===== src/rtl/sync_frame_tx.sv =====
// Serial frame transmitter: sync word, MSB-first payload and even parity,
// one bit per clock, followed by a fixed idle gap. All outputs are registered.
module sync_frame_tx #(
    parameter logic [5:0] SYNC   = 6'b101101,
    parameter int         DATA_W = 8,
    parameter int         GAP    = 2
) (
    input  logic              clk,
    input  logic              rst,
    input  logic              start,
    input  logic [DATA_W-1:0] din,
    output logic              ready,
    output logic              x,
    output logic              valid,
    output logic              done
);

    localparam int MAX_A   = (DATA_W > 6) ? DATA_W : 6;
    localparam int CNT_MAX = (GAP > MAX_A) ? GAP : MAX_A;
    localparam int CNT_W   = $clog2(CNT_MAX + 1);

    typedef enum logic [2:0] {
        ST_IDLE = 3'd0,
        ST_SYNC = 3'd1,
        ST_DATA = 3'd2,
        ST_PAR  = 3'd3,
        ST_GAPW = 3'd4
    } state_t;

    state_t              state_r, state_s;
    logic [CNT_W-1:0]    cnt_r, cnt_s;
    logic [DATA_W-1:0]   shift_r, shift_s;
    logic                par_r, par_s;
    logic                x_r, x_s;
    logic                valid_r, valid_s;
    logic                done_r, done_s;
    logic                ready_r, ready_s;

    function automatic logic even_parity(input logic [DATA_W-1:0] d);
        even_parity = ^d;
    endfunction

    // Next-state, datapath and next-output computation; cnt holds the index of the bit being shown.
    always_comb begin
        state_s = state_r;
        cnt_s   = cnt_r;
        shift_s = shift_r;
        par_s   = par_r;
        x_s     = 1'b0;
        valid_s = 1'b0;
        done_s  = 1'b0;
        case (state_r)
            ST_IDLE: begin
                if (start) begin
                    state_s = ST_SYNC;
                    shift_s = din;
                    par_s   = even_parity(din);
                    cnt_s   = CNT_W'(5);
                    x_s     = SYNC[5];
                    valid_s = 1'b1;
                end else begin
                    state_s = ST_IDLE;
                end
            end
            ST_SYNC: begin
                valid_s = 1'b1;
                if (cnt_r != '0) begin
                    cnt_s = cnt_r - CNT_W'(1);
                    x_s   = |(SYNC & (6'b000001 << cnt_s));
                end else begin
                    state_s = ST_DATA;
                    cnt_s   = CNT_W'(DATA_W - 1);
                    x_s     = shift_r[DATA_W-1];
                end
            end
            ST_DATA: begin
                valid_s = 1'b1;
                if (cnt_r != '0) begin
                    cnt_s   = cnt_r - CNT_W'(1);
                    shift_s = shift_r << 1;
                    x_s     = shift_s[DATA_W-1];
                end else begin
                    state_s = ST_PAR;
                    cnt_s   = '0;
                    x_s     = par_r;
                end
            end
            ST_PAR: begin
                state_s = ST_GAPW;
                cnt_s   = CNT_W'(GAP - 1);
                done_s  = 1'b1;
            end
            ST_GAPW: begin
                if (cnt_r != '0) begin
                    cnt_s = cnt_r - CNT_W'(1);
                end else begin
                    state_s = ST_IDLE;
                    cnt_s   = '0;
                end
            end
            default: begin
                state_s = ST_IDLE;
                cnt_s   = '0;
            end
        endcase
        ready_s = (state_s == ST_IDLE);
    end

    // State, datapath and output registers with asynchronous active-low reset.
    always_ff @(posedge clk or negedge rst) begin
        if (!rst) begin
            state_r <= ST_IDLE;
            cnt_r   <= '0;
            shift_r <= '0;
            par_r   <= 1'b0;
            x_r     <= 1'b0;
            valid_r <= 1'b0;
            done_r  <= 1'b0;
            ready_r <= 1'b1;
        end else begin
            state_r <= state_s;
            cnt_r   <= cnt_s;
            shift_r <= shift_s;
            par_r   <= par_s;
            x_r     <= x_s;
            valid_r <= valid_s;
            done_r  <= done_s;
            ready_r <= ready_s;
        end
    end

    assign x     = x_r;
    assign valid = valid_r;
    assign done  = done_r;
    assign ready = ready_r;

endmodule


===== config.mk =====
export PLATFORM = sky130hd
export DESIGN_NAME = sync_frame_tx
export DESIGN_NICKNAME = d
export VERILOG_FILES = /design/src/rtl/sync_frame_tx.sv
export SDC_FILE = /design/constraint.sdc
export NUM_CORES = 1
export LEC_CHECK = 0
export CAP_MARGIN = 20
export CORE_UTILIZATION = 58
export CTS_CLUSTER_SIZE = 20
export DETAILED_ROUTE_END_ITERATION = 10
export HOLD_SLACK_MARGIN = 0.06
export MAX_ROUTING_LAYER = met4
export PLACE_DENSITY = 0.84
export SKIP_CTS_REPAIR_TIMING = 1
export SYNTH_ARGS = -nofsm -noshare
export SYNTH_HDL_FRONTEND = slang
export SYNTH_SLANG_ARGS = --single-unit

===== constraint.sdc =====
create_clock -name clk -period 3.7 [get_ports clk]
set_clock_uncertainty 0.2 [all_clocks]
set_input_delay 1.11 -clock clk [delete_from_list [all_inputs] [get_ports clk]]
set_output_delay 1.11 -clock clk [all_outputs]
set_load 0.03 [all_outputs]

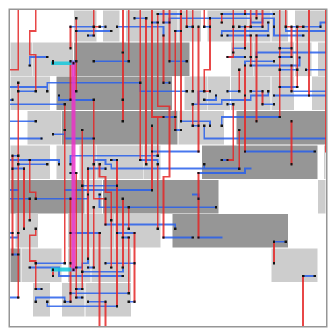
Run 1: zoomed window
Region (12, 2) to (37, 27) um. Cells in grey, sequential cells in the stronger grey; small squares are vias.
| layer | colour |
|---|---|
| met4 | magenta |
| met3 | cyan |
| met2 | red |
| met1 | blue |
sequential cells in the window: 8
cells with their middle in the window: 44
most frequent: dfrtp_1 (8)
netlist names of flops here include: shift_r (3), cnt_r (2)

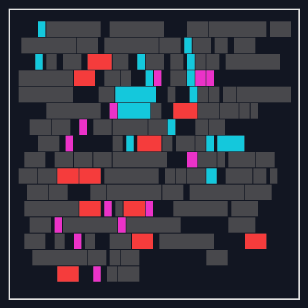
Run 1: gate-type map
Scale: 6 px per um.
| family | colour | cells |
|---|---|---|
| NOR gates | cyan | 15 |
| NAND gates | magenta | 13 |
| multiplexers | red | 11 |

==> results.txt, run 1 <==
Implementation numbers.

- The main area contributors are dfrtp_1 39%, mux2i_1 6.5%, xnor2_1 6.4%.
- Looking at the clock tree report, the maximum root-to-sink buffer count equals 2.
- The synthesized design contains 0 enable-type register cells.
- After technology mapping, the gate count stands at 122.
- The worst hold slack after final layout reads 0.3028 ns.
- The number of warnings in the stage logs is 30.
- The met1 routed wirelength after detailed routing reads 961 um.
- The critical path class reads reg2out.
- The overall die area is 2311 um2.
- The slack of the worst reg-to-reg path is 1.36 ns.
- The non-clock inverters instantiated in the layout total 4.
- Of the total synthesized cell area, the portion taken by full adders, half adders and majority gates is 5.081%.
- The end point of the worst hold path reads shift_r[3]$_DFFE_PN0P_.
- The delay of the slowest cell on the worst path is 0.66 ns.
- The total core area reads 1982 um2.
- The buffer_ports step reported a buffer count of 14.
- Sorting the synthesized cells by how often they occur yields 19 x dfrtp_1, 11 x nand2_1, 11 x nor2_1.
- The share of the core filled by cells before placement is 62.12%.
- The total standard cell area after synthesis reads 1231 um2.
- The clock net in this run drives a total of 20 sinks.
- The largest voltage drop on the vdd net is 0.4851 mV.
- The startpoint of the lowest-slack hold path reads shift_r[3]$_DFFE_PN0P_.
- The ratio of cells with drive above 1 in the final layout is 11.28%.
- TritonCTS built the clock tree.
- The worst register-to-register path has a depth of 5.
- The maximum number of pins on one net before global-route repair reads 21.
- The worst slack at placement is 0.7827 ns.
- The portion of synthesized cell area occupied by the leading cell type is 38.62%.
- The first detailed-routing pass ran for 4 iterations.
- The endpoint of the worst setup timing path is ready.
- The clock buffer count reads 4.
- The layout report lists the multi-input gate area as 663.1 um2.
- The initial detailed-routing violation count reads 35.
- The maximum achievable frequency is 358.9 MHz.
- The wire length of the first global-routing pass reads 3353 um.
- After detailed routing, the met3 layer carries 109 um of wire.
- The synthesized netlist devotes 7.114% of its cell area to XOR and XNOR gates.
- The flip-flop count of the largest register, all copies and words added reads 8.
- Setup total negative slack on the finished layout was measured at 0 ns.
- The met2 wire length is 1180 um.
- The post-detailed-placement half-perimeter wirelength is 1732 um.
- The part of the cycle the worst path needs reads 75.30%.
- The count of final setup violators is 0.
- The height of the die is 48.08 um.
- Per the timing report, the most critical flop-to-flop path finishes at shift_r[5]$_DFFE_PN0P_.
- The worst hold path depth reads 2.
- The global route total overflow is 0.
- In this run, distinct cell masters in the synthesized netlist total 39.
- The most critical min-delay path falls under reg2reg.
- The main combinational cell family by area after synthesis is AND-OR/OR-AND gates.
- Per the synth stats, the proportion of register bits with asynchronous set or reset is 100.0%.
- The number of antenna violations at the first check in global routing is 0.
- The tally of max-capacitance violations is 0.
- The basic-gate share of the synthesized area counting and, or, nand and nor cells is 13.92%.
- The last weighted congestion value of the routability-driven placer is 0.8941.
- For this floorplan the total number of well-tap instances is 27.
- The horizontal die dimension reads 48.08 um.
- The clock edge transition at the registers on the reported setup and hold paths reads 0.11 ns.
- The net switching power is 479.5 uW.
- Setup repair after global routing left no endpoint under its margin.
- The total non-filler cell area in the finished layout reads 1380 um2.
- The tree is rooted in a clkbuf_4.
- For this run, the detailed router reports a per-instance via density of 5.806.
- The cell total in the yosys stat output reads 122.
- Signal nets in the final route climb as high as met4.
- The overall power consumption is 1.104 mW.
- The number of global-route vias before repair came to 779.
- According to the timing report, the critical path is launched from ready$_DFF_PN1_.
- By instance count after routing, the leading logic cell types are 19 x dfrtp_1, 14 x clkdlybuf4s50_1, 11 x nand2_1, 11 x nor2_1.
- The later pin in the worst-skew pair is clocked with a latency of 0.29 ns.
- In this run, the clock network consumes 9.4% of the power.
- The required time of the critical path is 2.39 ns.
- The worst reg2reg path startpoint reads cnt_r[0]$_DFFE_PN0P_.
- The number of buffers added by the clock tree synthesis step is 3.
- The maximum fanout count along the critical path reads 1.
- Measured on the final layout, buffering overhead outside the clock network stands at 10.15%.
- The top cell type in the final layout, fill and taps aside, is dfrtp_1.
- After synthesis, the share of cell area in mux cells is 9.248%.
- The transition time at the pin with the least slew margin reads 0.8654 ns.
- According to the Yosys statistics, the synthesized design has a chip area of 1231 um2.
- The number of endpoints with negative hold slack in the final report reads 0.
- By instance count, the leading cell after synthesis is dfrtp_1.
- The area growth from synthesis to layout is 12.09%.
- After detailed routing, the total wire length is 2275 um.
- Per STA, the worst path is made up of clkdlybuf4s50_1.
- For this block, the via count after detailed routing is 929.
- The worst slew margin relative to its limit reads 42.12%.
- For this run, design rule violations remaining after detail routing come to 0.
- The total number of multi-input combinational cells reads 91.
- The total placed cells including tap cells is 156.
- The top cell family by delay on the critical path reads buffers and inverters.
- The biggest slice of the area belongs to logic gates.
- The repair_antennas step left the layout with diodes totalling 0.
- The setup slack after layout reads 0.9138 ns.
- The proportion of power drawn by combinational gates is 50.9%.
- The final antenna-violating net count reads 0.
- Together, buffers and inverters on the worst path number 1.
- The largest area contributor in the netlist reads dfrtp_1.
- The mean instance size in the synthesized netlist is 10.09 um2.
- Per Yosys stat, the portion of area used by sequential elements is 40.75%.
- The number of I/O pins reads 15.
- The run finished with clean final reports.
- The yosys warning tally reads 0.
- The number of inserted filler cells in the final layout is 152.
- The post-route minimum period is 2.786 ns.
- The flow reported a cell area power density of 799.8 nW/um2.
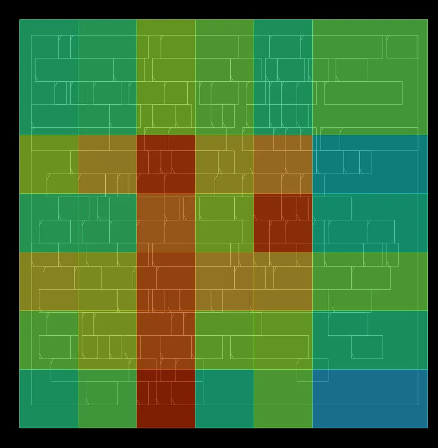
Run 1: congestion heat map
met3 usage in global routing: 2.264%
met2 demand-to-capacity share in global routing: 36.22%
end-of-flow core utilization: 69.63%
met1 layer usage reported by global route: 28.07%
routed length per placed instance: 14.22 um

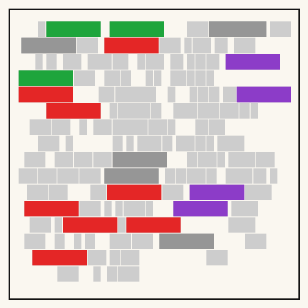
Run 1: where the registers sit
Scale: 6 px per um.
| signal | colour | placed flops |
|---|---|---|
| state_r | green | 3 |
| cnt_r | purple | 4 |
| shift_r | red | 8 |
not coloured: 5
power attributed to sequential cells: 438 uW
fraction of standard cell area that is sequential: 36.36%
Sequential cell area: 501.7 um2

==> inputs of run 2 (changes only) <==
Settings changed: CORE_UTILIZATION 58 to 49, PLACE_DENSITY 0.84 to 0.75.
Clock period 3.7 ns to 2.3 ns, I/O delays scaled along.
==> run 2 against run 1 <==
  * Combinational power up 81%
  * Cell area up 5.7%
  * Clock-buffer cell count unchanged
  * Core utilization decreased by 6.1 points
  * Routed wire length rose by 6.8%
  * Synthesized cell count is the same
  * Power is 69% higher
  * Sequential cell count unchanged
  * Hold slack got worse by 0.010 ns
  * Final cell count is 5.6% higher
  * Sequential share of layout area shrank 2.0 points
  * Critical path depth unchanged
  * Critical path type unchanged
  * Critical endpoint is now x
  * Largest cell class unchanged
  * Largest power group unchanged
==> results.txt, run 2 <==
Implementation numbers.

- The area growth from synthesis to layout is 18.50%.
- The flow reports that combinational logic draws 54.5% of the design power.
- The cell-mix breakdown from Yosys lists the simple-gate area share as 13.92%.
- The transition time at the pin with the least slew margin reads 0.4242 ns.
- At the placement stage, the worst setup path has a slack of 0.05446 ns.
- The xor and xnor area share after synthesis is 7.114%.
- The met2 wire length is 1161 um.
- The wire length of the first global-routing pass reads 4284 um.
- The clock insertion delay at the later pin of the skew report is 0.30 ns.
- The run finished with clean final reports.
- The final report lists the setup-violating endpoint count as 0.
- The path depth of the worst reg2reg path reads 6.
- The power density over the cells reads 1277 nW/um2.
- The dominant logic cell type in the layout is dfrtp_1.
- The multi-input gate area in the final layout reads 665.6 um2.
- After detailed routing, the number of remaining DRC violations is 0.
- The number of global-route vias before repair reads 901.
- The number of non-clock buffers is 22.
- The maximum buffer depth of the clock tree reads 2.
- In this run the top signal layer used is met4.
- The register area is 501.7 um2.
- After detailed routing, the wire length on met1 is 1144 um.
- Setup slack closes at 0.1032 ns.
- The number of inserted filler cells in the final layout reads 195.
- The number of antenna cells inserted reads 0.
- The number of unique standard cell types used by synthesis is 39.
- The number of endpoints with negative hold slack in the final report is 0.
- The most critical min-delay path falls under reg2reg.
- The net switching power reads 789.8 uW.
- The share of the core filled by cells before placement is 53.59%.
- The most common logic cells in the final layout are 19 x dfrtp_1, 13 x clkdlybuf4s50_1, 11 x nand2_1, 11 x nor2_1.
- The worst reg2reg path endpoint is shift_r[4]$_DFFE_PN0P_.
- The layout inverter count without the clock tree reads 4.
- The leakage power of the design reads 0.6262 nW.
- The number of I/O port buffers is 14.
- Together, buffers and inverters on the worst path number 1.
- The portion of synthesized cell area occupied by the leading cell type reads 38.62%.
- The main combinational cell family by area after synthesis is AND-OR/OR-AND gates.
- The placement summary gives the final routability congestion estimate as 0.9331.
- The initial detailed-routing violation count is 37.
- Across all stage logs, warnings added up to 30.
- The critical path class is reg2out.
- The cell total in the yosys stat output is 122.
- The delay of the slowest cell on the worst path reads 0.66 ns.
- The synthesized netlist occupies a cell area of 1231 um2.
- The setup TNS after final layout is 0 ns.
- STA lists the maximum fanout along the critical path as 1.
- The required time of the critical path reads 1.41 ns.
- The post-route minimum period reads 2.197 ns.
- The clock tree from TritonCTS is built.
- Counting tap cells, the placed design contains a total of 165 instances.
- The layout summary lists the proportion of cells stronger than drive strength 1 as 17.02%.
- The end point of the worst hold path is shift_r[3]$_DFFE_PN0P_.
- Sorting the synthesized cells by area gives the leading types as dfrtp_1 39%, mux2i_1 6.5%, xnor2_1 6.4%.
- Clock-pin slew was measured on the worst setup and hold paths at 0.11 ns.
- The proportion of power drawn by the clock network is 9.2%.
- The yosys warning tally reads 0.
- The largest voltage drop on the vdd net reads 0.7542 mV.
- The count of flip-flops with a built-in enable after synthesis is 0.
- Per the timing report, the most critical flop-to-flop path originates at cnt_r[1]$_DFFE_PN0P_.
- The largest area contributor in the netlist reads dfrtp_1.
- The top cell family by delay on the critical path reads buffers and inverters.
- The HPWL after detailed placement is 1799 um.
- The core region is 2297 um2.
- Setup repair after global routing left no endpoint under its margin.
- The tally of max-capacitance violations reads 0.
- Counting instances in the post-synthesis netlist gives the leading cell types as 19 x dfrtp_1, 11 x nand2_1, 11 x nor2_1.
- The cell class ranked first by area is logic gates.
- The sequential cell area fraction in the yosys report is 40.75%.
- The global route total overflow is 0.
- The post-detailed-route wirelength per cell reads 14.38 um.
- According to the floorplan report, the die width is 52.13 um.
- The clock buffer count reads 4.
- Power comes to 1.863 mW.
- The worst hold path depth is 2.
- Yosys reports the multiplexer fraction of the synthesized area as 9.248%.
- In the final layout, non-clock buffers account for 14.75% of the cell area.
- The worst hold slack after final layout reads 0.2926 ns.
- The worst slew margin relative to its limit reads 71.72%.
- The cell sequence reported for the critical path is clkdlybuf4s50_1.
- The height of the die reads 52.13 um.
- The detailed-route via count reads 953.
- Sorting the synthesis cell report by count puts at the top dfrtp_1.
- The die covers 2717 um2.
- The highest clock rate this design can be run at is 455.2 MHz.
- The most critical setup path has its endpoint at x.
- The flip-flop count of the largest register, all copies and words added reads 8.
- The group with the largest share of power reads combinational cells.
- The net count after synthesis is 138.
- The maximum number of pins on one net before global-route repair reads 21.
- The number of sinks driven by the clock tree reads 20.
- The most instantiated flip-flop cell in the synthesis netlist is dfrtp_1.
- The number of iterations in the first detailed-routing pass is 4.
- The number of standard cells after synthesis is 122.
- The total non-filler cell area in the finished layout is 1459 um2.
- The buffer cell driving the clock tree root reads clkbuf_4.
- The startpoint of the lowest-slack hold path is shift_r[3]$_DFFE_PN0P_.
- According to the Yosys statistics, the synthesized design has a chip area of 1231 um2.
- The data arrival time of the critical path is 1.31 ns.
- The share of synthesized cell area in full adder, half adder and majority cells reads 5.081%.
- The total number of multi-input combinational cells is 91.
- The worst setup path startpoint is x$_DFF_PN0_.
- The flop and latch count out of synthesis is 20.
- The mean instance size in the synthesized netlist reads 10.09 um2.
- 15 I/O pins were placed.
- The slack of the worst reg-to-reg path reads 0.21 ns.
- The kind of launch point of the worst setup path is a flop.
- The share of synthesized registers carrying an async set or reset is 100.0%.
- The register share of the cell area is 34.39%.
- The power drawn by the sequential cells is 675 uW.
- The sum of routed wire length over all layers reads 2430 um.
- The met2 layer usage reported by global route reads 34.19%.
- The switching portion of total power is 42.38%.
- The post-detailed-route via-to-cell ratio reads 5.639.
- The number of antenna violations at the first check in global routing reads 0.
- The number of buffers added by the clock tree synthesis step is 3.
- The inserted tap cell count is 28.
- The part of the cycle the worst path needs reads 95.51%.
- The final antenna-violating net count is 0.
- The met3 layer wire length in the routed design reads 111 um.
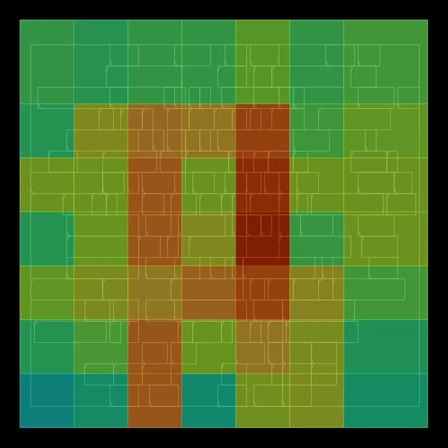
Run 2: congestion heat map
end-of-flow core utilization: 63.51%
met3 usage in global routing: 5.263%
met1 layer usage reported by global route: 30.13%
most used routing layer: met2

No activity file was given, so power comes from the tool's default toggle rates.
